met2.png
Scale: 3 px per um.
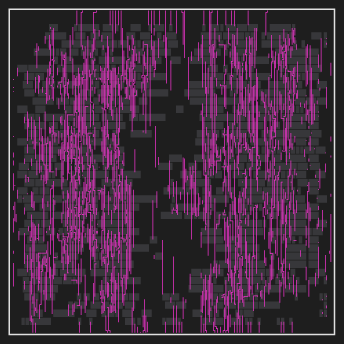
pins.png
Scale: 2 px per um. Pins as bars across the die edge, other pins in grey.
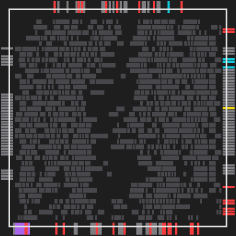
clock_map.png
Scale: 6 px per um.
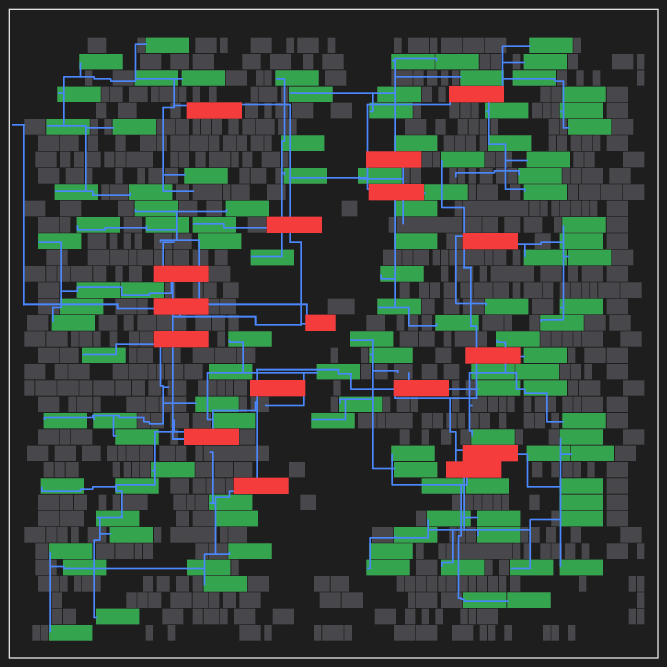
Design olink_rx_aligner_flat, sky130hd; sources not shown.
==> results.txt <==
critical path data arrival time: 2.96 ns
Peak supply drop: 310 uV
post-CTS resize count: 0
crit path DRT: 3.34 ns
worst hold slack: 0.452 ns
Pwr top: the clock network
combinational group share of total power: 4.6%
chip area: 11,600 sq um
CP max-delay cell: or4_1
pin count of the biggest net entering global routing: 64
1st-iter DRT viols: 282
Pins Over Slew Limit: 0
Fillers: 841
met2 wire len: 6.36 mm
R2R cell count: 5
total tool warning count: 33
top cells by count: 114 x dfxtp_1, 75 x nand2_1, 61 x nor2_1, 54 x a21oi_1
1st-pass router iterations: 5
flip-flops: 114
Clock Tree Buf Depth: 2
Worst path max stage delay: 0.71 ns
Setup crit end kind: flop
Max-area cell share: 45.0%
vias in the first global route: 4,349
share of cells above drive strength 1: 9.82%
Max-area cell class: combinational gates
fmax: 397 MHz
Comb gates: 447
outcome: completed
Tmin final: 2.52 ns
CP startpoint kind: flop
first-pass GRT wire length: 20.8 mm
Synth top cell by count: dfxtp_1
logic area: 2460 sq um
Area after DPL: 6220 sq um
cell breakdown of the critical path: and4_1, nand4_4, or4_1, or4_1, a21oi_1
Syn Inst Count: 608
Non-CTS buffers: 133
AO/OA Area Share: 11.7%
XOR-XNOR Cells, Area Fraction: 4.14%
Final Hold Violating Endpoints: 0
Hold Path Depth: 2
Notes on met2.png above:
The longest straight run is 39.6 um. 644 nets have wire on it.
final WL: 12.9 mm
routed vias: 4,762
grt met2 use: 36.8%

Notes on pins.png above:
Key: purple = `spy_raddr` [pins 6, direction input, edge south]; red = `spy_rdata` [pins 32, direction output, edge 16 south, 8 east, 8 north]; cyan = `lnk_rx_k` [pins 4, direction output, edge 3 east, 1 north]; yellow = `locked` [pins 1, direction output, edge east]
All pins by edge: 50 east, 43 south, 32 west, 26 north.
Die X: 108 um
I/O Buffers: 110
Die H: 108 um

Notes on clock_map.png above:
Key: red = cells driving clock nets [count 17]; green = flip-flops [count 114]; blue = clock wires [length 1,460 um]
Position of the flops: widely spread. There are 18 routed clock nets.
clock network power consumption: 2.21 mW
Clock Skews: 0.0110 ns
power share of the clock group: 55.3%
Latency at later pin: 0.52 ns

Power and IR drop assume default switching activity.
